==> run_1/ff_map.png <==
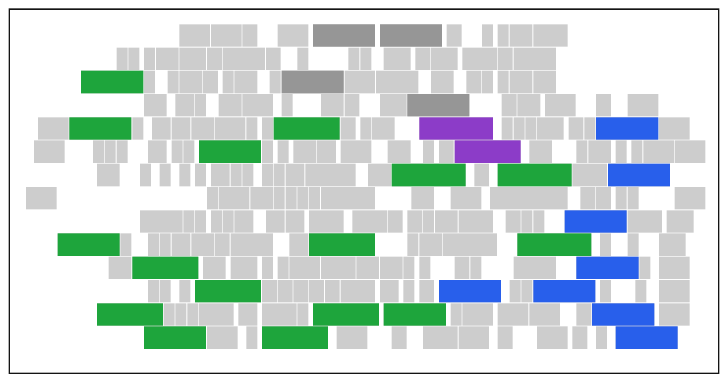
==> run_1/placed.png <==
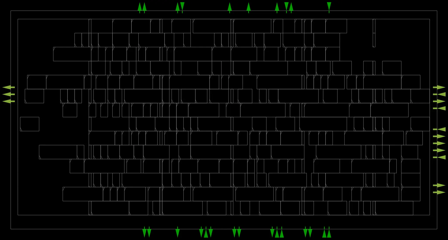
==> run_1/layers.png <==
Only two layers are drawn.
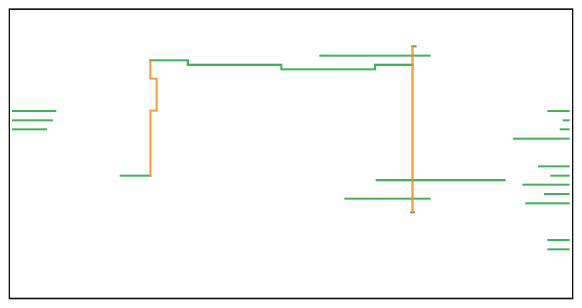
File: src/rtl/handshake_responder_pkg.sv
// Shared constants for the handshake responder and the other synchronizing blocks.
package handshake_responder_pkg;

  localparam logic [1:0] IDLE = 2'b00;
  localparam logic [1:0] HOLD = 2'b01;
  localparam logic [1:0] ACK  = 2'b10;

  localparam int DEFAULT_STAGES = 2;

  typedef enum logic [1:0] {
    ST_IDLE = IDLE,
    ST_HOLD = HOLD,
    ST_ACK  = ACK
  } state_e;

endpackage

File: src/rtl/handshake_responder_bit_synchronizer.sv
// Multi-flop synchronizer for a single asynchronous bit, with a synchronous
// reset whose active level is a parameter.
module bit_synchronizer
  import handshake_responder_pkg::*;
#(
  parameter int STAGES             = DEFAULT_STAGES,
  parameter bit RESET_ACTIVE_LEVEL = 1'b0
) (
  input  logic clk_i,
  input  logic rst_i,
  input  logic d_i,
  output logic q_o
);

  logic [STAGES-1:0] sync_q;

  always_ff @(posedge clk_i) begin
    if (rst_i == RESET_ACTIVE_LEVEL) begin
      sync_q <= '0;
    end else begin
      sync_q <= {sync_q[STAGES-2:0], d_i};
    end
  end

  assign q_o = sync_q[STAGES-1];

endmodule

File: src/rtl/handshake_responder.sv
// Receive-side four-phase req/ack endpoint presenting words on a valid/ready port.
// Optional feature macro: HANDSHAKE_RESPONDER_EARLY_ACK_EN (ack at capture, one word of buffering).
module handshake_responder
  import handshake_responder_pkg::*;
#(
  parameter int WORD_LENGTH = 8,
  parameter int STAGES      = DEFAULT_STAGES,
  parameter int COUNT_WIDTH = 16
) (
  input  logic                   Clock,
  input  logic                   Reset,
  input  logic                   Req_in,
  input  logic [WORD_LENGTH-1:0] Data_in,
  output logic                   Ack_out,
  output logic [WORD_LENGTH-1:0] Rx_data,
  output logic                   Rx_valid,
  input  logic                   Rx_ready,
  output logic                   Busy,
  output logic [COUNT_WIDTH-1:0] Xfer_count
);

  if (WORD_LENGTH < 1) begin : g_bad_word_length
    $error("handshake_responder: WORD_LENGTH must be > 0");
  end
  if (STAGES < 2) begin : g_bad_stages
    $error("handshake_responder: STAGES must be >= 2");
  end
  if (COUNT_WIDTH < 1) begin : g_bad_count_width
    $error("handshake_responder: COUNT_WIDTH must be >= 1");
  end

  logic                   req_sync;
  state_e                 state_q, state_d;
  logic                   ack_q, ack_d;
  logic                   valid_q, valid_d;
  logic [WORD_LENGTH-1:0] data_q, data_d;
  logic [COUNT_WIDTH-1:0] count_q, count_d;

  bit_synchronizer #(
    .STAGES             (STAGES),
    .RESET_ACTIVE_LEVEL (1'b0)
  ) u_req_sync (
    .clk_i (Clock),
    .rst_i (Reset),
    .d_i   (Req_in),
    .q_o   (req_sync)
  );

  always_ff @(posedge Clock) begin
    if (!Reset) begin
      state_q <= ST_IDLE;
      ack_q   <= 1'b0;
      valid_q <= 1'b0;
      data_q  <= '0;
      count_q <= '0;
    end else begin
      state_q <= state_d;
      ack_q   <= ack_d;
      valid_q <= valid_d;
      data_q  <= data_d;
      count_q <= count_d;
    end
  end

  always_comb begin
    state_d = state_q;
    ack_d   = ack_q;
    valid_d = valid_q;
    data_d  = data_q;
    count_d = count_q;
`ifdef HANDSHAKE_RESPONDER_EARLY_ACK_EN
    // Consume is independent of the FSM; a same-edge capture overrides it below.
    if (valid_q && Rx_ready) begin
      valid_d = 1'b0;
    end
    case (state_q)
      ST_IDLE: begin
        if (req_sync && (!valid_q || Rx_ready)) begin
          data_d  = Data_in;
          valid_d = 1'b1;
          count_d = count_q + 1'b1;
          ack_d   = 1'b1;
          state_d = ST_ACK;
        end
      end
      ST_ACK: begin
        if (!req_sync) begin
          ack_d   = 1'b0;
          state_d = ST_IDLE;
        end
      end
      default: begin
        state_d = ST_IDLE;
        ack_d   = 1'b0;
        valid_d = 1'b0;
      end
    endcase
`else
    case (state_q)
      ST_IDLE: begin
        if (req_sync) begin
          data_d  = Data_in;
          valid_d = 1'b1;
          count_d = count_q + 1'b1;
          state_d = ST_HOLD;
        end
      end
      ST_HOLD: begin
        if (Rx_ready) begin
          valid_d = 1'b0;
          ack_d   = 1'b1;
          state_d = ST_ACK;
        end
      end
      ST_ACK: begin
        if (!req_sync) begin
          ack_d   = 1'b0;
          state_d = ST_IDLE;
        end
      end
      default: begin
        state_d = ST_IDLE;
        ack_d   = 1'b0;
        valid_d = 1'b0;
      end
    endcase
`endif
  end

  assign Ack_out    = ack_q;
  assign Rx_valid   = valid_q;
  assign Rx_data    = data_q;
  assign Xfer_count = count_q;
  assign Busy       = (state_q != ST_IDLE);

endmodule

File: config.mk
export PLATFORM = sky130hd
export DESIGN_NAME = handshake_responder
export DESIGN_NICKNAME = d
export VERILOG_FILES = /design/src/rtl/handshake_responder_pkg.sv /design/src/rtl/handshake_responder_bit_synchronizer.sv /design/src/rtl/handshake_responder.sv
export SDC_FILE = /design/constraint.sdc
export NUM_CORES = 1
export LEC_CHECK = 0
export ABC_AREA = 1
export ABC_CLOCK_PERIOD_IN_PS = 1150
export CAP_MARGIN = 15
export CORE_ASPECT_RATIO = 0.5
export CORE_UTILIZATION = 40
export DETAILED_ROUTE_END_ITERATION = 16
export PLACE_DENSITY = 0.78
export SYNTH_ARGS = -nofsm -noshare
export SYNTH_HDL_FRONTEND = slang
export SYNTH_SLANG_ARGS = --single-unit
File: constraint.sdc
create_clock -name Clock -period 1.15 [get_ports Clock]
set_input_delay 0.23 -clock Clock [delete_from_list [all_inputs] [get_ports Clock]]
set_output_delay 0.23 -clock Clock [all_outputs]
set_load 0.01 [all_outputs]
==> flow_summary.rst, run 1 <==
Physical design figures
=======================

.. list-table::
   :header-rows: 1

   * - Metric
     - Value
   * - Run status
     - finished, violations left
   * - Violations in the final reports
     - negative setup slack
   * - Transition time at the pin with the least slew margin
     - 0.2137 ns
   * - FF+latch count, synth
     - 30
   * - Yosys warning count
     - 0
   * - CP startpoint
     - Xfer_count[1]
   * - Maximum root-to-sink buffer count
     - 2
   * - Worst setup path endpoint
     - Xfer_count[8]
   * - Final antenna-violating net count
     - 0
   * - Cell total in the yosys stat output
     - 176
   * - Post-route clock skew
     - 0.005112 ns
   * - Maximum frequency from static timing analysis
     - 779.7 MHz
   * - Floorplan Utilization
     - 0.4290
   * - Routed via count
     - 1,349
   * - Width of the chip
     - 82.86 um
   * - Final worst hold slack
     - about 0.4 ns
   * - Min setup slack post-route
     - -0.1325 ns
   * - Worst hold path class
     - flop to flop
   * - Number of synthesized flops with an enable pin
     - 0
   * - Drt first-iter violations
     - 39
   * - Leading post-synthesis cells by instance count
     - sky130_fd_sc_hd__nor2_1, sky130_fd_sc_hd__dfxtp_1, sky130_fd_sc_hd__nand2_1
   * - Startpoint of the lowest-slack register-to-register path
     - Xfer_count[1]
   * - Number of antenna violations at the first check in global routing
     - 0
   * - Async set-or-reset flop fraction in the synthesized netlist
     - 0
   * - Proportion of synthesized chip area in sequential cells
     - 0.4593
   * - Number of H-tree branching levels
     - 2
   * - Data required time at the worst endpoint
     - 1.32 ns
   * - Area share of the leading cell type in the synthesized netlist
     - 0.4593
   * - Worst reg-to-reg path cell count
     - 7
   * - Number of pins with negative max-slew slack in the final report
     - 0
   * - Final wirelength
     - approximately 3300 um
   * - Number of distinct standard cells referenced by the synthesized netlist
     - 26
   * - Syn Inst Count
     - between 150 and 200
   * - Critical Path, Cell by Cell
     - ha_4, nand3_4, nor2_4, nand3_2, buf_4, o21ai_1, a21oi_1
   * - Cell accounting for the most synthesized area
     - sky130_fd_sc_hd__dfxtp_1
   * - Cell Count Post-Placement
     - 276
   * - Final design instance area without fill
     - between 2000 and 2500 um2
   * - I/O pin total
     - 39
   * - Setup slack of the worst register-to-register path
     - -0.13 ns
   * - Crit. End Element
     - flop
   * - Peak per-stage delay on the critical path
     - approximately 0.37 ns
   * - CTS tree
     - yes
   * - Via count of the first global-routing pass
     - 1,272
   * - Peak supply drop
     - about 0.00068 V
   * - Synth area leaders
     - sky130_fd_sc_hd__dfxtp_1, sky130_fd_sc_hd__nor2_1, sky130_fd_sc_hd__nand2_1
   * - Clock insertion delay at the later pin of the skew report
     - 0.29 ns
   * - Final global-route overflow total
     - 0
   * - Placement Setup Slack
     - -0.1130 ns
   * - Slew Limit Headroom
     - 0.8570
   * - 1st-pass router iterations
     - 4
   * - RSZ-0062 raised after global routing
     - yes
   * - DRC
     - 0
   * - Final setup violating endpoints
     - 10
   * - Mean routed wirelength per cell
     - 11.43 um
About ff_map.png:
colour	netlist name	sequential cells
blue	Rx_data	8
green	Xfer_count	16
purple	state_q	2

About placed.png:
fillcell total: 238
post-layout instance count excluding filler cells: 287
Seq area share: 0.2974
core footprint: 3048 um2

About layers.png:
colour	layer	wire length
orange	M4	43.3 um
green	M3	152 um

-- run 1: logic make-up after synthesis --
kind of cell / synth area share
xor gates and xnor gates: 0.01340
DFF: 0.4593
buffers and inverters: 0.06316
AOI/OAI and AO/OA: 0.1072
adders and majority gates: 0.009568
and+or+nand+nor: 0.3474
-- run 1: where the power goes --
group          switching (mW)  internal (mW)  total [mW]
registers              0.0186           1.06        1.08
clock network           0.409          0.482       0.892
logic                  0.0994          0.121       0.220
total                   0.527           1.66        2.19
-- run 1: worst min-delay path by stage --
stage                         startpoint                    to  slack, ns  depth (start not counted)
global placement    u_req_sync.sync_q[0]  u_req_sync.sync_q[1]       0.40                          2
CTS                 u_req_sync.sync_q[0]  u_req_sync.sync_q[1]       0.42                          2
global route        u_req_sync.sync_q[0]  u_req_sync.sync_q[1]       0.45                          2
detailed placement  u_req_sync.sync_q[0]  u_req_sync.sync_q[1]       0.40                          2
floorplan                         Req_in  u_req_sync.sync_q[0]       0.33                          2
finish              u_req_sync.sync_q[0]  u_req_sync.sync_q[1]       0.41                          2
-- run 1: flip-flops by register name (all words and copies together), names as in the netlist --
| register | count |
|---|---|
| Rx_data | 8 |
| Rx_valid | 1 |
| u_req_sync.sync_q | 2 |
| Ack_out | 1 |
| Xfer_count | 16 |
| state_q | 2 |
-- run 1: critical path: cells and delay by family (launching register included) --
kind                     cells  cell delay, ns
AND-OR/OR-AND                2            0.17
flip-flops                   1            0.37
buffers and inverters        1            0.15
adder cells (fa/ha/maj)      1            0.15
AND/OR/NAND/NOR              3            0.32
-- run 1: metal layers --
layer  vias to the layer above  GRT usage  share of wire
met5                         -          0              0
met4                         0    0.08621          0.013
met3                         5    0.05118          0.046
met2                        26     0.3393           0.46
met1                       614     0.2354           0.48
li1                        704          -              -
-- run 1: metrics by stage --
step / setup TNS [ns] / power [mW]
after floorplan: -0.05732 / 1.191
after global placement: -0.8137 / 1.312
after detailed placement: -1.531 / 1.319
after CTS: -0.3466 / 2.179
after global routing: -1.379 / 2.277
final: -0.5616 / 2.191
-- run 1: timing repair --
item | CTS | global route
gates resized | 53 | 44
hold buffers | 0 | 0
hold endpoints to repair | 0 | 0
setup endpoints to repair | 35 | 44
setup buffers | 0 | 3
pin swaps | 3 | 11
-- run 1: final cells by class --
class | instances | area [um2]
Clock buffer | 7 | 86.33
Clock inverter | 1 | 5.005
Fill cell | 238 | 944.7
Inverter | 16 | 65.06
Multi-Input combinational cell | 126 | 685.7
Sequential cell | 30 | 625.6
Tap cell | 40 | 50.05
Timing Repair Buffer | 67 | 585.6
-- run 1: cells in the final DEF (no fill, tap or decap), drive strengths merged --
| cell type | instances |
|---|---|
| nand2 | 33 |
| dfxtp | 30 |
| o211a | 1 |
| nor3 | 2 |
| buf | 32 |
| clkdlybuf4s15 | 16 |
| o21ai | 15 |
| clkdlybuf4s50 | 11 |
| clkinv | 2 |
| and3 | 1 |
| dlygate4sd2 | 4 |
| xor2 | 2 |
| o21bai | 1 |
| nand4 | 4 |
| clkbuf | 11 |
| nand3 | 9 |
| o211ai | 1 |
| ha | 1 |
| inv | 15 |
| a21oi | 8 |
| nor2 | 48 |
==> run 2: changes to the inputs <==
SKIP_CTS_REPAIR_TIMING = 1   (was unset)
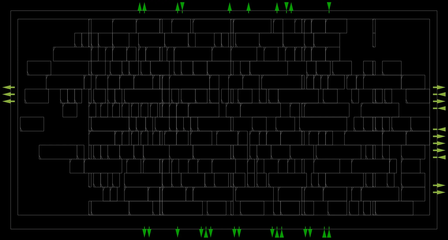
(run_2/placed.png)
fillcell total: 234
Seq area share: 0.2898

==> run 2 against run 1 <==
The run still ends with negative setup slack left. First-iteration DRC count up 62%. Via count down 0.44%. Critical path depth down 1. Synthesized area unchanged. Utilization up 0.70 points. Clock power down 0.8%. Clock skew up 0.00053 ns. Final area up 1.0%. Critical endpoint is now Xfer_count[10]. Sequential share of layout area down 0.77 points.
==> flow_summary.rst, run 2 <==
Physical design figures
=======================

.. list-table::
   :header-rows: 1

   * - Metric
     - Value
   * - Worst hold path class
     - flop to flop
   * - Crit. End Element
     - flop
   * - Number of buffers and inverters on the critical path
     - 0 (-1)
   * - Transition time at the pin with the least slew margin
     - 0.2762 ns (+0.06241 ns)
   * - Leading post-synthesis cells by instance count
     - sky130_fd_sc_hd__nor2_1, sky130_fd_sc_hd__dfxtp_1, sky130_fd_sc_hd__nand2_1
   * - Cell accounting for the most synthesized area
     - sky130_fd_sc_hd__dfxtp_1
   * - Number of H-tree branching levels
     - 2 (unchanged)
   * - Peak per-stage delay on the critical path
     - 0.38 ns (about the same)
   * - CTS tree
     - yes
   * - Synthesized Nets
     - 189
   * - Max cap viols
     - 0
   * - Leakage power total
     - 1.289 nW
   * - Dominant synthesized flop cell
     - sky130_fd_sc_hd__dfxtp_1
   * - Number of pins with negative max-slew slack in the final report
     - 0 (unchanged)
   * - Clock insertion delay at the later pin of the skew report
     - 0.29 ns (about the same)
   * - Worst setup path class
     - flop to flop
   * - Most numerous cell in the Yosys netlist
     - sky130_fd_sc_hd__nor2_1
   * - Input/output buffers
     - 38
   * - Most frequent cells in the layout
     - sky130_fd_sc_hd__nor2_1, sky130_fd_sc_hd__nand2_1, sky130_fd_sc_hd__dlymetal6s2s_1
   * - Number of synthesized flops with an enable pin
     - 0 (unchanged)
   * - Final wirelength
     - 3241 um (-1.2%)
   * - Syn Inst Count
     - 176 (unchanged)
   * - Proportion of synthesized chip area in sequential cells
     - 0.4593 (unchanged)
   * - Critical Path, Cell by Cell
     - ha_4, nand3_4, nor2_4, nand3_2, xor2_1, nor2_1
   * - Post-route clock skew
     - 0.005639 ns (+0.0005274 ns)
   * - Post-layout instance count excluding filler cells
     - 284 (-1.0%)
   * - Cell Count Post-Placement
     - 276 (unchanged)
   * - Pwr Total
     - 2.180 mW (-0.50%)
   * - Violations in the final reports
     - negative setup slack
   * - Largest net degree at the start of global routing
     - 13
   * - Final Hold Viols
     - 0
   * - Number of distinct standard cells referenced by the synthesized netlist
     - 26 (unchanged)
   * - Startpoint of the lowest-slack register-to-register path
     - Xfer_count[0]
   * - Area share of the leading cell type in the synthesized netlist
     - 0.4593 (unchanged)
   * - Min setup slack post-route
     - -0.08438 ns (+0.04809 ns)
   * - Run status
     - finished, violations left
   * - Final global-route overflow total
     - 0 (unchanged)
   * - Post-synth area from yosys stat
     - ~1300 um2
   * - Cell total in the yosys stat output
     - 176 (unchanged)
   * - Peak supply drop
     - 0.0007018 V (+2.6%)
   * - RSZ-0062 raised after global routing
     - yes
   * - Max reg flops
     - 16 (unchanged)
   * - Synth area leaders
     - sky130_fd_sc_hd__dfxtp_1, sky130_fd_sc_hd__nor2_1, sky130_fd_sc_hd__nand2_1
   * - Number of antenna violations at the first check in global routing
     - 0 (unchanged)
   * - Data required time at the worst endpoint
     - 1.37 ns (+0.05 ns)
   * - Most frequent standard cell in the layout excluding fill and tap cells
     - sky130_fd_sc_hd__nor2_1
   * - Yosys warning count
     - 0 (unchanged)
   * - I/O pin total
     - 39 (unchanged)
   * - Final setup violating endpoints
     - 7 (-3)
   * - CP startpoint
     - Xfer_count[0]
   * - Antenna cell count
     - 0
   * - Maximum root-to-sink buffer count
     - 2 (unchanged)
   * - Routed via count
     - 1,343 (-0.44%)
   * - Number of buffers added by the clock tree synthesis step
     - 5
   * - Floorplan Utilization
     - 0.4290 (unchanged)
   * - Min-delay src
     - u_req_sync.sync_q[0]
   * - Mean routed wirelength per cell
     - 11.41 um (-0.11%)
   * - DRC
     - 0 (unchanged)
   * - Delay-heaviest family, CP
     - simple AND/OR/NAND/NOR gates
   * - Number of warnings in the stage logs
     - 28
   * - Final Wtd Congestion
     - between 0.8 and 0.9
   * - FF+latch count, synth
     - 30 (unchanged)
   * - Drt first-iter violations
     - 63 (+62%)
   * - Maximum frequency from static timing analysis
     - 810.1 MHz (+3.9%)
   * - Detailed placer's ending HPWL
     - about 2300 um
   * - Number of sinks on the clock net
     - 30
   * - Final antenna-violating net count
     - 0 (unchanged)
   * - Via count of the first global-routing pass
     - 1,234 (-3.0%)
   * - Proportion of layout cells with a drive suffix above 1
     - 0.2500
   * - Post-synthesis instance area
     - 1308 um2
   * - Async set-or-reset flop fraction in the synthesized netlist
     - 0 (unchanged)
   * - Core footprint
     - 3048 um2 (unchanged)
   * - Final design instance area without fill
     - 2125 um2 (+1.0%)
   * - 1st-pass router iterations
     - 4 (unchanged)
   * - Slowest stage cell, crit path
     - sky130_fd_sc_hd__dfxtp_4
   * - Clock transition at path regs
     - 0.06 ns
   * - Post-route minimum period
     - 1.234 ns
   * - Slew Limit Headroom
     - 0.8140 (-0.04309)
   * - Width of the chip
     - 82.86 um (unchanged)
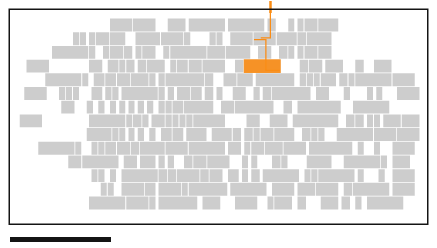
(run_2/port_trees.png)
Scale bar: 20 um.
colour	port	bits	direction	edge	end cells	buffers	wire
orange	Ack_out	1	output	north	1	1	18.3 um

==> run 2: cell counts after synthesis <==
Identical to the previous run, type by type.
==> run 2: through the flow <==
| step | util | hold WS, ns | setup TNS (ns) | setup WS [ns] |
|---|---|---|---|---|
| after floorplan | - | 0.3276 | -0.05732 | -0.02913 |
| after global placement | 0.6375 | 0.3962 | -0.8137 | -0.07763 |
| after detailed placement | 0.6375 | 0.4045 | -1.531 | -0.1130 |
| after CTS | 0.6675 | 0.4153 | -7.914 | -0.4059 |
| after global routing | 0.6970 | 0.4453 | -1.231 | -0.1799 |
| final | 0.6970 | 0.4084 | -0.3664 | -0.08438 |
==> run 2: cell type report <==
type / instances / area, um2 / area share
well taps: 40 / 50.05 / 0.02356
repair buffers: 64 / 639.4 / 0.3009
inverters: 16 / 65.06 / 0.03062
flip-flops and latches: 30 / 615.6 / 0.2898
clock inverters: 1 / 5.005 / 0.002356
multi-input cells: 126 / 663.1 / 0.3121
clock buffers: 7 / 86.33 / 0.04064
==> run 2: layer usage <==
metal,wire length [um],global-route usage
met5,0,0
met4,38,0.08621
met3,143,0.05118
met2,1527,0.3197
met1,1532,0.2342
==> run 2: logic make-up after synthesis <==
group,synth area share
xor gates and xnor gates,0.01340
AOI/OAI and AO/OA,0.1072
adders and majority gates,0.009568
and+or+nand+nor,0.3474
DFF,0.4593
buffers and inverters,0.06316
==> run 2: power by group <==
part           switching, mW  internal [mW]  total [mW]
Sequential            0.0191           1.06        1.08
Clock                  0.404          0.482       0.885
Combinational         0.0923          0.118       0.210
==> run 2: worst min-delay path, delay by kind of cell (launching register included) <==
kind,cells,cell delay (ns)
flip-flops,1,0.31
AND/OR/NAND/NOR,1,0.04
buffers and inverters,1,0.04
==> run 2: path summary, 6_finish.rpt <==
path | depth (start not counted) | to | slack (ns)
hold reg to reg | 2 | u_req_sync.sync_q[1] | 0.41
hold / removal | 2 | u_req_sync.sync_q[1] | 0.41
setup / recovery | 6 | Xfer_count[10] | -0.08
setup reg to reg | 6 | Xfer_count[10] | -0.08
==> run 3: changes to the inputs <==
CORE_UTILIZATION = 41   (was 40)
PLACE_DENSITY = 0.8   (was 0.78)
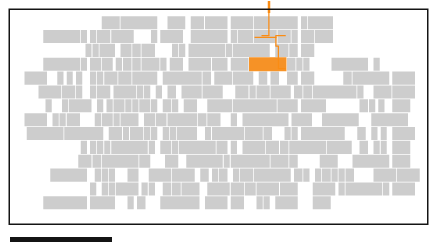
(run_3/port_trees.png)
Scale bar: 20 um.
colour	port	bits	direction	edge	end cells	buffers	wire
orange	Ack_out	1	output	north	1	1	20.5 um

==> run 3 against run 2 <==
The run still ends with negative setup slack left. Fmax is 1.4% lower. Wire length increased by 5.9%. Clock power decreased by 2%. Count of clock-buffer cells in the layout unchanged. Global-route usage rose by 1.2 points. Highest routed layer unchanged.
==> flow_summary.rst, run 3 <==
Physical design figures
=======================

.. list-table::
   :header-rows: 1

   * - Metric
     - Value
   * - Run status
     - finished, violations left
   * - Violations in the final reports
     - negative setup slack
   * - DRC
     - 0 (unchanged)
   * - Post-synth area from yosys stat
     - 1308 um2 (unchanged)
   * - Post-route clock skew
     - 0.004738 ns (-0.0009010 ns)
   * - Final wirelength
     - 3432 um (+5.9%)
   * - FF+latch count, synth
     - 30 (unchanged)
   * - Area share of the leading cell type in the synthesized netlist
     - 0.4593 (unchanged)
   * - Dominant synthesized flop cell
     - sky130_fd_sc_hd__dfxtp_1
   * - Slew Limit Headroom
     - 0.8210 (+0.007000)
   * - Cell total in the yosys stat output
     - 176 (unchanged)
   * - Number of antenna violations at the first check in global routing
     - 0 (unchanged)
   * - Number of sinks on the clock net
     - 30 (unchanged)
   * - Number of pins with negative max-slew slack in the final report
     - 0 (unchanged)
   * - Post-route minimum period
     - 1.252 ns (+0.01803 ns)
   * - Maximum frequency from static timing analysis
     - 798.5 MHz (-1.4%)
   * - Max reg flops
     - 16 (unchanged)
   * - Yosys warning count
     - 0 (unchanged)
   * - Cell Count Post-Placement
     - 273 (-1.1%)
   * - Final global-route overflow total
     - 0 (unchanged)
   * - Synth area leaders
     - sky130_fd_sc_hd__dfxtp_1, sky130_fd_sc_hd__nor2_1, sky130_fd_sc_hd__nand2_1
   * - Most frequent cells in the layout
     - sky130_fd_sc_hd__nor2_1, sky130_fd_sc_hd__nand2_1, sky130_fd_sc_hd__dlymetal6s2s_1
   * - Leading post-synthesis cells by instance count
     - sky130_fd_sc_hd__nor2_1, sky130_fd_sc_hd__dfxtp_1, sky130_fd_sc_hd__nand2_1
   * - Min setup slack post-route
     - -0.1024 ns (-0.01803 ns)
   * - Syn Inst Count
     - 176 (unchanged)
   * - Via count of the first global-routing pass
     - 1,227 (-0.57%)
   * - Data required time at the worst endpoint
     - 1.32 ns (-0.05 ns)
   * - Drt first-iter violations
     - 53 (-16%)
   * - Most frequent standard cell in the layout excluding fill and tap cells
     - sky130_fd_sc_hd__nor2_1
   * - Final design instance area without fill
     - 2156 um2 (+1.5%)
   * - CTS tree
     - yes
   * - Number of synthesized flops with an enable pin
     - 0 (unchanged)
   * - Crit. End Element
     - flop
   * - Routed via count
     - 1,354 (+0.82%)
   * - Clock insertion delay at the later pin of the skew report
     - 0.28 ns (about the same)
   * - Final antenna-violating net count
     - 0 (unchanged)
   * - Post-synthesis instance area
     - 1308 um2 (unchanged)
   * - Number of warnings in the stage logs
     - 28 (unchanged)
   * - Worst reg-to-reg path cell count
     - 5 (-1)
   * - 1st-pass router iterations
     - 4 (unchanged)
   * - Number of cells traversed by the worst hold path
     - 2 (unchanged)
   * - Post-layout instance count excluding filler cells
     - 284 (unchanged)
   * - Most numerous cell in the Yosys netlist
     - sky130_fd_sc_hd__nor2_1
   * - Proportion of layout cells with a drive suffix above 1
     - 0.2869 (+0.03689)
   * - Max cap viols
     - 0 (unchanged)
   * - Peak supply drop
     - 0.0006925 V (-1.3%)
   * - Transition time at the pin with the least slew margin
     - 0.2658 ns (-0.01039 ns)
   * - Antenna cell count
     - 0 (unchanged)
   * - Proportion of synthesized chip area in sequential cells
     - 0.4593 (unchanged)
   * - Fillcell total
     - 217 (-7.3%)
   * - Async set-or-reset flop fraction in the synthesized netlist
     - 0 (unchanged)
   * - Final Wtd Congestion
     - 0.8342 (+3.8%)
   * - I/O pin total
     - 39 (unchanged)
   * - Final setup violating endpoints
     - 9 (+2)
   * - Input/output buffers
     - 38 (unchanged)
   * - Number of H-tree branching levels
     - 2 (unchanged)
   * - Width of the chip
     - 81.86 um (-1.2%)
   * - Clock transition at path regs
     - 0.06 ns (about the same)
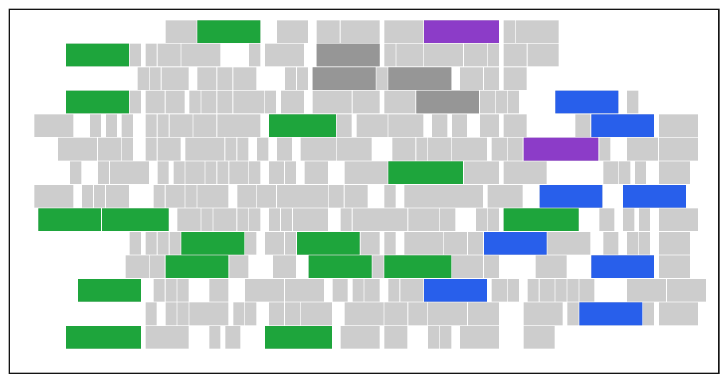
(run_3/ff_map.png)
colour	netlist name	sequential cells
blue	Rx_data	8
green	Xfer_count	16
purple	state_q	2
not coloured	4

-- run 3: worst max-delay path, cell delays in order (launching register included) --
cell and delay (ns):
sky130_fd_sc_hd__dfxtp_2 0.40, sky130_fd_sc_hd__nand3_2 0.16, sky130_fd_sc_hd__nor3_4 0.27, sky130_fd_sc_hd__nand2_2 0.08
sky130_fd_sc_hd__o21ai_0 0.18, sky130_fd_sc_hd__nor2_1 0.06
-- run 3: cell families after synthesis --
logic type / share of synthesized area
AND/OR/NAND/NOR: 0.3474
buffers and inverters: 0.06316
AND-OR/OR-AND: 0.1072
XOR/XNOR: 0.01340
adder cells (fa/ha/maj): 0.009568
flip-flops: 0.4593
-- run 3: power by group --
part	internal (mW)	total (mW)	switching (mW)
logic	0.117	0.213	0.0954
registers	1.06	1.08	0.0204
clock network	0.482	0.871	0.390
-- run 3: cell type report --
type	count	area, um2	area share
tap	40	50.05	0.02322
multi-input combinational	126	679.4	0.3151
clock buffer	7	86.33	0.04005
clock inverter	1	5.005	0.002322
sequential	30	624.3	0.2896
timing repair buffer	64	643.1	0.2983
inverter	16	67.56	0.03134
-- run 3: through the flow --
step	TNS [ns]	hold slack (ns)	worst slack, ns	utilization
CTS	-8.331	0.4095	-0.4502	0.6678
floorplan	-0.05732	0.3276	-0.02913	-
detailed placement	-1.630	0.3993	-0.1350	0.6375
global placement	-0.9151	0.3986	-0.09399	0.6375
finish	-0.4574	0.4143	-0.1024	0.7155
global route	-1.223	0.4573	-0.2502	0.7155
-- run 3: worst paths after layout --
| kind | from | endpoint | slack (ns) |
|---|---|---|---|
| worst min-delay path | u_req_sync.sync_q[0] | u_req_sync.sync_q[1] | 0.41 |
| worst max register to register | Xfer_count[2] | Xfer_count[7] | -0.10 |
| worst max-delay path | Xfer_count[2] | Xfer_count[7] | -0.10 |
| worst min register to register | u_req_sync.sync_q[0] | u_req_sync.sync_q[1] | 0.41 |
-- run 3: metal layers --
| metal | up-vias | part of all wire | GRT usage | wire length (um) |
|---|---|---|---|---|
| met5 | - | 0 | 0 | 0 |
| met4 | 0 | 0.0067 | 0.08070 | 23 |
| met3 | 3 | 0.042 | 0.07473 | 144 |
| met2 | 22 | 0.49 | 0.3455 | 1665 |
| met1 | 629 | 0.47 | 0.2298 | 1598 |
| li1 | 700 | - | - | - |
Power and IR drop assume default switching activity.
